===== src/rtl/dmem_pkg.sv =====
// Shared constants for the data-memory load/store unit: RV32I width codes,
// response error codes, FSM state encoding and the request classifier.
package dmem_pkg;

    localparam logic [2:0] F3_B  = 3'b000;
    localparam logic [2:0] F3_H  = 3'b001;
    localparam logic [2:0] F3_W  = 3'b010;
    localparam logic [2:0] F3_BU = 3'b100;
    localparam logic [2:0] F3_HU = 3'b101;

    localparam logic [1:0] ERR_OK       = 2'b00;
    localparam logic [1:0] ERR_MISALIGN = 2'b01;
    localparam logic [1:0] ERR_RANGE    = 2'b10;
    localparam logic [1:0] ERR_ILLEGAL  = 2'b11;

    localparam logic [1:0] ST_IDLE  = 2'd0;
    localparam logic [1:0] ST_ISSUE = 2'd1;
    localparam logic [1:0] ST_WAIT  = 2'd2;
    localparam logic [1:0] ST_RESP  = 2'd3;

    // Checks are ordered so an illegal code wins over misalignment, which wins over range.
    function automatic logic [1:0] classify(input logic       write,
                                            input logic [2:0] funct3,
                                            input logic [1:0] off,
                                            input logic       out_of_range);
        if (funct3 == 3'b011 || funct3 == 3'b110 || funct3 == 3'b111 || (write && funct3[2]))
            return ERR_ILLEGAL;
        if ((funct3[1:0] == 2'b01 && off[0]) || (funct3[1:0] == 2'b10 && off != 2'b00))
            return ERR_MISALIGN;
        if (out_of_range)
            return ERR_RANGE;
        return ERR_OK;
    endfunction

endpackage


===== src/rtl/dmem_lsu_if.sv =====
// Request, response and dmem word-port signals of the load/store unit.
interface dmem_lsu_if #(parameter int MEM_AW = 10);

    logic              req_valid;
    logic              req_ready;
    logic              req_write;
    logic [2:0]        req_funct3;
    logic [31:0]       req_addr;
    logic [31:0]       req_wdata;
    logic              resp_valid;
    logic              resp_ready;
    logic [31:0]       resp_rdata;
    logic [1:0]        resp_err;
    logic [3:0]        mem_writeb;
    logic              mem_read;
    logic [MEM_AW-1:0] mem_addr;
    logic [31:0]       mem_wdata;
    logic [31:0]       mem_rdata;

    modport master (
        input  req_valid, req_write, req_funct3, req_addr, req_wdata,
        input  resp_ready, mem_rdata,
        output req_ready, resp_valid, resp_rdata, resp_err,
        output mem_writeb, mem_read, mem_addr, mem_wdata
    );

    modport slave (
        output req_valid, req_write, req_funct3, req_addr, req_wdata,
        output resp_ready, mem_rdata,
        input  req_ready, resp_valid, resp_rdata, resp_err,
        input  mem_writeb, mem_read, mem_addr, mem_wdata
    );

endinterface


===== src/rtl/dmem_lsu_lane.sv =====
// Byte-lane steering: store data replication and write enables, plus load
// extraction and sign/zero extension from a returned word.
module lsu_lane
    import dmem_pkg::*;
(
    input  logic [2:0]  funct3,
    input  logic [1:0]  off,
    input  logic [31:0] sdata,
    input  logic [31:0] rword,
    output logic [3:0]  writeb,
    output logic [31:0] wdata,
    output logic [31:0] ldata
);

    logic [7:0]  sel_byte;
    logic [15:0] sel_half;

    always_comb begin
        writeb = 4'b1111;
        wdata  = sdata;
        case (funct3[1:0])
            2'b00: begin
                writeb = 4'b0001 << off;
                wdata  = {4{sdata[7:0]}};
            end
            2'b01: begin
                writeb = off[1] ? 4'b1100 : 4'b0011;
                wdata  = {2{sdata[15:0]}};
            end
            default: begin
                writeb = 4'b1111;
                wdata  = sdata;
            end
        endcase
    end

    always_comb begin
        sel_byte = rword[7:0];
        case (off)
            2'd0:    sel_byte = rword[7:0];
            2'd1:    sel_byte = rword[15:8];
            2'd2:    sel_byte = rword[23:16];
            default: sel_byte = rword[31:24];
        endcase
        sel_half = off[1] ? rword[31:16] : rword[15:0];
    end

    always_comb begin
        ldata = 32'h0;
        case (funct3)
            F3_B:    ldata = {{24{sel_byte[7]}}, sel_byte};
            F3_BU:   ldata = {24'h0, sel_byte};
            F3_H:    ldata = {{16{sel_half[15]}}, sel_half};
            F3_HU:   ldata = {16'h0, sel_half};
            F3_W:    ldata = rword;
            default: ldata = 32'h0;
        endcase
    end

endmodule


===== src/rtl/dmem_lsu.sv =====
// RV32I load/store unit driving a registered-read dmem word port; one
// transaction at a time, faults reported without touching memory.
module dmem_lsu #(
    parameter int          MEM_AW = 10,
    parameter logic [31:0] BASE   = 32'h0000_0000
) (
    input  logic      clk,
    input  logic      rst_n,
    dmem_lsu_if.master bus
);
    import dmem_pkg::*;

    logic [1:0]        state;
    logic              lat_write;
    logic [2:0]        lat_f3;
    logic [1:0]        lat_off;
    logic              resp_valid_q;
    logic [31:0]       resp_rdata_q;
    logic [1:0]        resp_err_q;
    logic [3:0]        mem_writeb_q;
    logic              mem_read_q;
    logic [MEM_AW-1:0] mem_addr_q;
    logic [31:0]       mem_wdata_q;

    logic [31:0] off_addr;
    logic        out_of_range;
    logic [1:0]  req_err;
    logic [2:0]  lane_f3;
    logic [1:0]  lane_off;
    logic [3:0]  lane_writeb;
    logic [31:0] lane_wdata;
    logic [31:0] lane_ldata;

    assign off_addr     = bus.req_addr - BASE;
    assign out_of_range = (off_addr >> (MEM_AW + 2)) != 32'h0;
    assign req_err      = classify(bus.req_write, bus.req_funct3, bus.req_addr[1:0], out_of_range);

    // The lane steers live request fields at accept time and latched ones afterwards.
    assign lane_f3  = (state == ST_IDLE) ? bus.req_funct3    : lat_f3;
    assign lane_off = (state == ST_IDLE) ? bus.req_addr[1:0] : lat_off;

    lsu_lane u_lane (
        .funct3 (lane_f3),
        .off    (lane_off),
        .sdata  (bus.req_wdata),
        .rword  (bus.mem_rdata),
        .writeb (lane_writeb),
        .wdata  (lane_wdata),
        .ldata  (lane_ldata)
    );

    always_ff @(posedge clk or negedge rst_n) begin
        if (!rst_n) begin
            state        <= ST_IDLE;
            lat_write    <= 1'b0;
            lat_f3       <= 3'b000;
            lat_off      <= 2'b00;
            resp_valid_q <= 1'b0;
            resp_rdata_q <= 32'h0;
            resp_err_q   <= ERR_OK;
            mem_writeb_q <= 4'b0000;
            mem_read_q   <= 1'b0;
            mem_addr_q   <= '0;
            mem_wdata_q  <= 32'h0;
        end else begin
            case (state)
                ST_IDLE: begin
                    if (bus.req_valid) begin
                        lat_write    <= bus.req_write;
                        lat_f3       <= bus.req_funct3;
                        lat_off      <= bus.req_addr[1:0];
                        resp_rdata_q <= 32'h0;
                        resp_err_q   <= req_err;
                        if (req_err != ERR_OK) begin
                            resp_valid_q <= 1'b1;
                            state        <= ST_RESP;
                        end else begin
                            mem_addr_q <= off_addr[MEM_AW+1:2];
                            if (bus.req_write) begin
                                mem_writeb_q <= lane_writeb;
                                mem_wdata_q  <= lane_wdata;
                            end else begin
                                mem_read_q <= 1'b1;
                            end
                            state <= ST_ISSUE;
                        end
                    end
                end
                ST_ISSUE: begin
                    mem_read_q   <= 1'b0;
                    mem_writeb_q <= 4'b0000;
                    if (lat_write) begin
                        resp_valid_q <= 1'b1;
                        state        <= ST_RESP;
                    end else begin
                        state <= ST_WAIT;
                    end
                end
                ST_WAIT: begin
                    resp_rdata_q <= lane_ldata;
                    resp_valid_q <= 1'b1;
                    state        <= ST_RESP;
                end
                default: begin
                    if (bus.resp_ready) begin
                        resp_valid_q <= 1'b0;
                        state        <= ST_IDLE;
                    end
                end
            endcase
        end
    end

    assign bus.req_ready  = (state == ST_IDLE);
    assign bus.resp_valid = resp_valid_q;
    assign bus.resp_rdata = resp_rdata_q;
    assign bus.resp_err   = resp_err_q;
    assign bus.mem_writeb = mem_writeb_q;
    assign bus.mem_read   = mem_read_q;
    assign bus.mem_addr   = mem_addr_q;
    assign bus.mem_wdata  = mem_wdata_q;

endmodule


===== src/flat_wrapper.sv =====
// flat-port wrapper written by rule: the top's interface ports become plain ports
module dmem_lsu_flat import dmem_pkg::*;
#(
    parameter int          MEM_AW = 10,
    parameter logic [31:0] BASE   = 32'h0000_0000
)
  (clk, rst_n, bus_req_valid, bus_req_write, bus_req_funct3, bus_req_addr, bus_req_wdata, bus_resp_ready, bus_mem_rdata, bus_req_ready, bus_resp_valid, bus_resp_rdata, bus_resp_err, bus_mem_writeb, bus_mem_read, bus_mem_addr, bus_mem_wdata);
  dmem_lsu_if #(.MEM_AW(MEM_AW)) bus_i ();
  input  logic clk;
  input  logic rst_n;
  input wire logic [$bits(bus_i.req_valid)-1:0] bus_req_valid;
  input wire logic [$bits(bus_i.req_write)-1:0] bus_req_write;
  input wire logic [$bits(bus_i.req_funct3)-1:0] bus_req_funct3;
  input wire logic [$bits(bus_i.req_addr)-1:0] bus_req_addr;
  input wire logic [$bits(bus_i.req_wdata)-1:0] bus_req_wdata;
  input wire logic [$bits(bus_i.resp_ready)-1:0] bus_resp_ready;
  input wire logic [$bits(bus_i.mem_rdata)-1:0] bus_mem_rdata;
  output wire logic [$bits(bus_i.req_ready)-1:0] bus_req_ready;
  output wire logic [$bits(bus_i.resp_valid)-1:0] bus_resp_valid;
  output wire logic [$bits(bus_i.resp_rdata)-1:0] bus_resp_rdata;
  output wire logic [$bits(bus_i.resp_err)-1:0] bus_resp_err;
  output wire logic [$bits(bus_i.mem_writeb)-1:0] bus_mem_writeb;
  output wire logic [$bits(bus_i.mem_read)-1:0] bus_mem_read;
  output wire logic [$bits(bus_i.mem_addr)-1:0] bus_mem_addr;
  output wire logic [$bits(bus_i.mem_wdata)-1:0] bus_mem_wdata;
  assign bus_i.req_valid = bus_req_valid;
  assign bus_i.req_write = bus_req_write;
  assign bus_i.req_funct3 = bus_req_funct3;
  assign bus_i.req_addr = bus_req_addr;
  assign bus_i.req_wdata = bus_req_wdata;
  assign bus_i.resp_ready = bus_resp_ready;
  assign bus_i.mem_rdata = bus_mem_rdata;
  assign bus_req_ready = bus_i.req_ready;
  assign bus_resp_valid = bus_i.resp_valid;
  assign bus_resp_rdata = bus_i.resp_rdata;
  assign bus_resp_err = bus_i.resp_err;
  assign bus_mem_writeb = bus_i.mem_writeb;
  assign bus_mem_read = bus_i.mem_read;
  assign bus_mem_addr = bus_i.mem_addr;
  assign bus_mem_wdata = bus_i.mem_wdata;
  dmem_lsu #(.MEM_AW(MEM_AW), .BASE(BASE)) u_core (.clk(clk), .rst_n(rst_n), .bus(bus_i));
endmodule

===== config.mk =====
export PLATFORM = sky130hd
export DESIGN_NAME = dmem_lsu_flat
export DESIGN_NICKNAME = d
export VERILOG_FILES = /design/src/rtl/dmem_pkg.sv /design/src/rtl/dmem_lsu_if.sv /design/src/rtl/dmem_lsu_lane.sv /design/src/rtl/dmem_lsu.sv /design/src/flat_wrapper.sv
export SDC_FILE = /design/constraint.sdc
export NUM_CORES = 1
export LEC_CHECK = 0
export ABC_AREA = 1
export ABC_CLOCK_PERIOD_IN_PS = 1900
export CORE_MARGIN = 2
export CORE_UTILIZATION = 41
export DETAILED_ROUTE_END_ITERATION = 8
export PLACE_DENSITY_LB_ADDON = 0.12
export SETUP_SLACK_MARGIN = 0.3
export SLEW_MARGIN = 10
export SYNTH_ARGS = -nofsm -noshare
export SYNTH_HDL_FRONTEND = slang
export SYNTH_SLANG_ARGS = --single-unit

===== constraint.sdc =====
create_clock -name clk -period 1.9 [get_ports clk]
set_clock_uncertainty 0.2 [all_clocks]
set_input_delay 0.57 -clock clk [delete_from_list [all_inputs] [get_ports clk]]
set_output_delay 0.57 -clock clk [all_outputs]
set_load 0.02 [all_outputs]

### I/O pins on the die edge, run 1

(2 px per µm) Pins as bars across the die edge, other pins in gray.
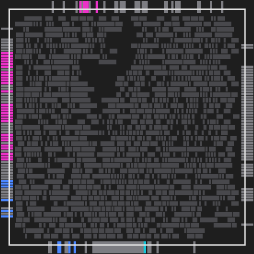
`bus_req_ready`: shown in cyan, pins 1, direction output, edge bottom. `bus_mem_addr`: shown in blue, pins 10, direction output, edge 6 left, 4 bottom. `bus_req_wdata`: shown in magenta, pins 32, direction input, edge 27 left, 5 top.
die y size: 117.1 µm
die width: 117.1 µm

### Port wiring, run 1

(3 px per µm)
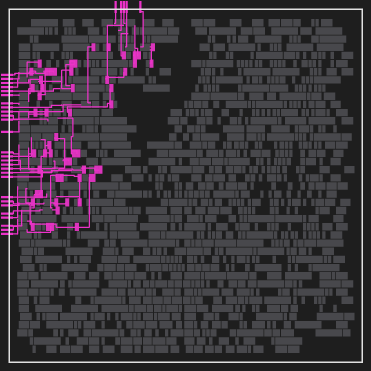
`bus_req_wdata`: shown in magenta, direction input, end cells 56, buffers 32, wire 737 µm.

==> flow_summary.json <==
{
  "status": "finished with violations",
  "failed_checks": "negative setup slack",
  "tns_ps": -8842,
  "warnings": 33,
  "cts_root_buf": "clkbuf_16",
  "r2r_slack_ps": -200,
  "dieArea_um2": 13720,
  "fp_util_pct": 41.76,
  "gp_congestion": 0.8808,
  "layout_top_cells": "nand2_1 (348), buf_6 (99), dfrtp_1 (90)",
  "hold_path.class": "flip-flop to flip-flop",
  "cts_tree": "built",
  "fin_util_pct": 73.17,
  "cts_buffers": 9,
  "finalWorstSetupSlack_ps": -201.9,
  "io_pins": 187,
  "regArea_um2": 2252,
  "required_ps": 1130,
  "syn-instance-count": 785,
  "fillerInstances": 981,
  "yosysWarningCount": 0,
  "cap_viol_max_count": 0,
  "diodes": 0,
  "startpoint": "u_core.state[1]",
  "yosys_area_um2": 5249,
  "grt_pass1_vias": 5679,
  "peakVddDrop_v": 0.0007193,
  "r2r_end": "u_core.bus.resp_rdata[18]",
  "clk_latency_ps": 350,
  "cts_sinks": 90,
  "hold_viol": 0,
  "syn_avg_cell_area_um2": 6.686,
  "hpwl_um": 11780,
  "period_minus_slack_ps": 2102,
  "synth_area_um2": 5249,
  "worstHoldEndpoint": "u_core.bus.mem_wdata[1]",
  "synthToLayoutAreaGrowth_pct": 75.21,
  "p_leak_nw": 5.018,
  "setup_viol": 69,
  "dp_slack_ps": -832.5,
  "grt_pass1_wl_um": 28210,
  "vias": 5996,
  "nets": 1174,
  "design_area_um2": 9196,
  "arrival_ps": 1330,
  "tightest_slew_ps": 422.2,
  "rsz0062_at_grt": "yes",
  "relSlewSlack_pct": 71.85,
  "postRouteAntennaNets": 0,
  "max-clock-path-buffers": 2,
  "first_iter_violations": 378,
  "port_buffers": 186,
  "first_pass_iters": 5,
  "r2r-start": "u_core.state[1]",
  "grt_max_degree": 33,
  "grt_overflow": 0,
  "yosys.cell_types.count": 30,
  "h-tree-depth": 3,
  "worstSetupPathType": "flip-flop to output port",
  "slew_violations": 0,
  "critPathCaptureType": "output port",
  "hold_depth": 2,
  "core_um2": 12570,
  "viasPerCell": 4.828,
  "synth-seq-cells": 90,
  "cts.reportedPaths.clkPinSlew_ps": 60,
  "synth_seq_share_pct": 42.91,
  "rr_worst_depth": 16,
  "routed_wl_um": 18420,
  "crit_path_start_kind": "flip-flop",
  "grt_antenna_before_repair": 0,
  "grtUsageTotal_pct": 26.56,
  "comb_area_um2": 3079,
  "synth_nets": 894,
  "fmax_mhz": 475.8,
  "place_area_um2": 7835,
  "critPathMaxFanout": 5,
  "drcViolationCount": 0,
  "power_density_nw_per_um2": 1312,
  "mostFrequentLayoutCell": "nand2_1",
  "finalClockPeriodUsage_pct": 110.6,
  "synth_stat.cells": 785,
  "drive_gt1_share_pct": 32.34,
  "min_from": "u_core.bus.mem_wdata[1]",
  "num_rows": 41,
  "routedWlPerCell_um": 14.83
}
### Sequential cells grouped by signal name, run 1

(2 px per µm) Other sequential cells in the stronger gray, the rest of the logic in the fainter gray.
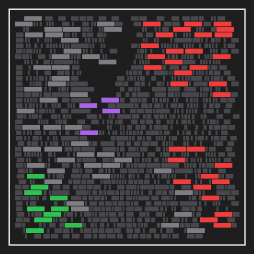
`u_core.bus.mem_writeb`: shown in purple, placed flops 4. `u_core.bus.resp_rdata`: shown in red, placed flops 32. `u_core.bus.mem_addr`: shown in green, placed flops 10, where lower left.
Another 44 sequential cells are not colored.

### Metal layers overlaid, run 1

(3 px per µm)
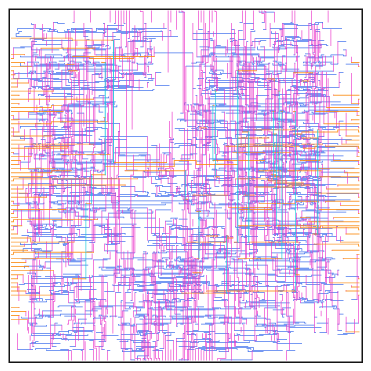
met3: shown in orange, wire length 1560 µm. met4: shown in cyan, wire length 523 µm. met2: shown in magenta, wire length 8520 µm. met1: shown in blue, wire length 7810 µm.

## run 1: metal layers
metal	up-vias	wire length (µm)	global-route usage (%)
li1	2968	-	-
met2	234	8523	42.80
met1	2756	7814	34.52
met3	38	1558	6.849
met5	-	0	0
met4	0	522	9.882
## run 1: stage by stage
stage	cells	hold WS [ps]	power, mW
after floorplan	785	74.41	6.597
after global placement	1178	253.3	8.812
after detailed placement	1178	261.1	8.840
after CTS	1230	279.1	11.62
after global routing	1242	314.9	12.97
final	1242	280.2	12.07
## run 1: critical path: stages (launching register included)
cell and delay (ps):
dfrtp_1 390, inv_2 80, ha_4 190, buf_4 170
buf_4 150
## run 1: area by class of cell
class	instances	area share (%)
Clock buffer	13	2.830
Clock inverter	3	0.2449
Inverter	67	2.857
Multi-Input combinational cell	603	33.48
Sequential cell	90	24.49
Tap cell	172	2.340
Timing Repair Buffer	294	33.76
## run 1: sequential cells by signal, indices dropped and copies added (netlist names)
register,cells
u_core.bus.mem_addr,10
u_core.bus.mem_read,1
u_core.bus.mem_wdata,32
u_core.bus.mem_writeb,4
u_core.bus.resp_err,2
u_core.bus.resp_rdata,32
u_core.bus.resp_valid,1
u_core.lat_f3,3
u_core.lat_off,2
u_core.lat_write,1
u_core.state,2
## run 1: timing repair
| action | 4_1_cts | 5_1_grt |
|---|---|---|
| gates cloned | 8 | 1 |
| setup buffers | 27 | 11 |
| hold buffers | 1 | 0 |
| gates resized | 461 | 188 |
| pin swaps | 42 | 38 |
| setup endpoints to repair | 167 | 171 |
| hold endpoints to repair | 13 | 0 |
## run 1: cell usage after synthesis (all sizes together)
| master | instances | area [µm²] |
|---|---|---|
| a21oi | 20 | 100.1 |
| a22o | 1 | 8.760 |
| buf | 22 | 155.1 |
| clkbuf | 7 | 26.28 |
| clkinv | 2 | 7.510 |
| dfrtp | 90 | 2252 |
| ha | 5 | 62.56 |
| inv | 65 | 246.5 |
| nand2 | 399 | 1550 |
| nand3 | 50 | 282.8 |
| nand3b | 1 | 7.510 |
| nor2 | 94 | 389.1 |
| nor3 | 1 | 10.01 |
| o211ai | 2 | 15.01 |
| o21ai | 25 | 128.9 |
| o22ai | 1 | 6.260 |
## run 1: power by group
| part | switching, mW | internal (mW) | total (mW) |
|---|---|---|---|
| sequential | 0.230 | 2.24 | 2.47 |
| combinational | 4.56 | 3.32 | 7.88 |
| clock | 0.752 | 0.964 | 1.72 |
| total | 5.54 | 6.52 | 12.1 |
## run 1: how the worst max path moves through the flow
stage                                     end  slack [ps]  cells past startpoint
floorplan           u_core.bus.resp_rdata[22]         -10                     15
global placement     u_core.bus.resp_rdata[9]        -800                      8
detailed placement   u_core.bus.resp_rdata[1]        -830                      8
CTS                 u_core.bus.resp_rdata[26]        -190                     13
global route        u_core.bus.resp_rdata[24]        -300                     16
finish                          bus_req_ready        -200                      4
## run 1: cells by family (layout without fill, tap and decap cells)
kind of cell	count (synthesis)	after routing	share of synthesized area [%]
AND/OR/NAND/NOR	545	549	42.67
buffers and inverters	96	377	8.296
flip-flops	90	90	42.91
AND-OR/OR-AND	49	49	4.934
adder cells (fa/ha/maj)	5	5	1.192
Power figures rest on the tool's default switching activity, not on a simulated workload.
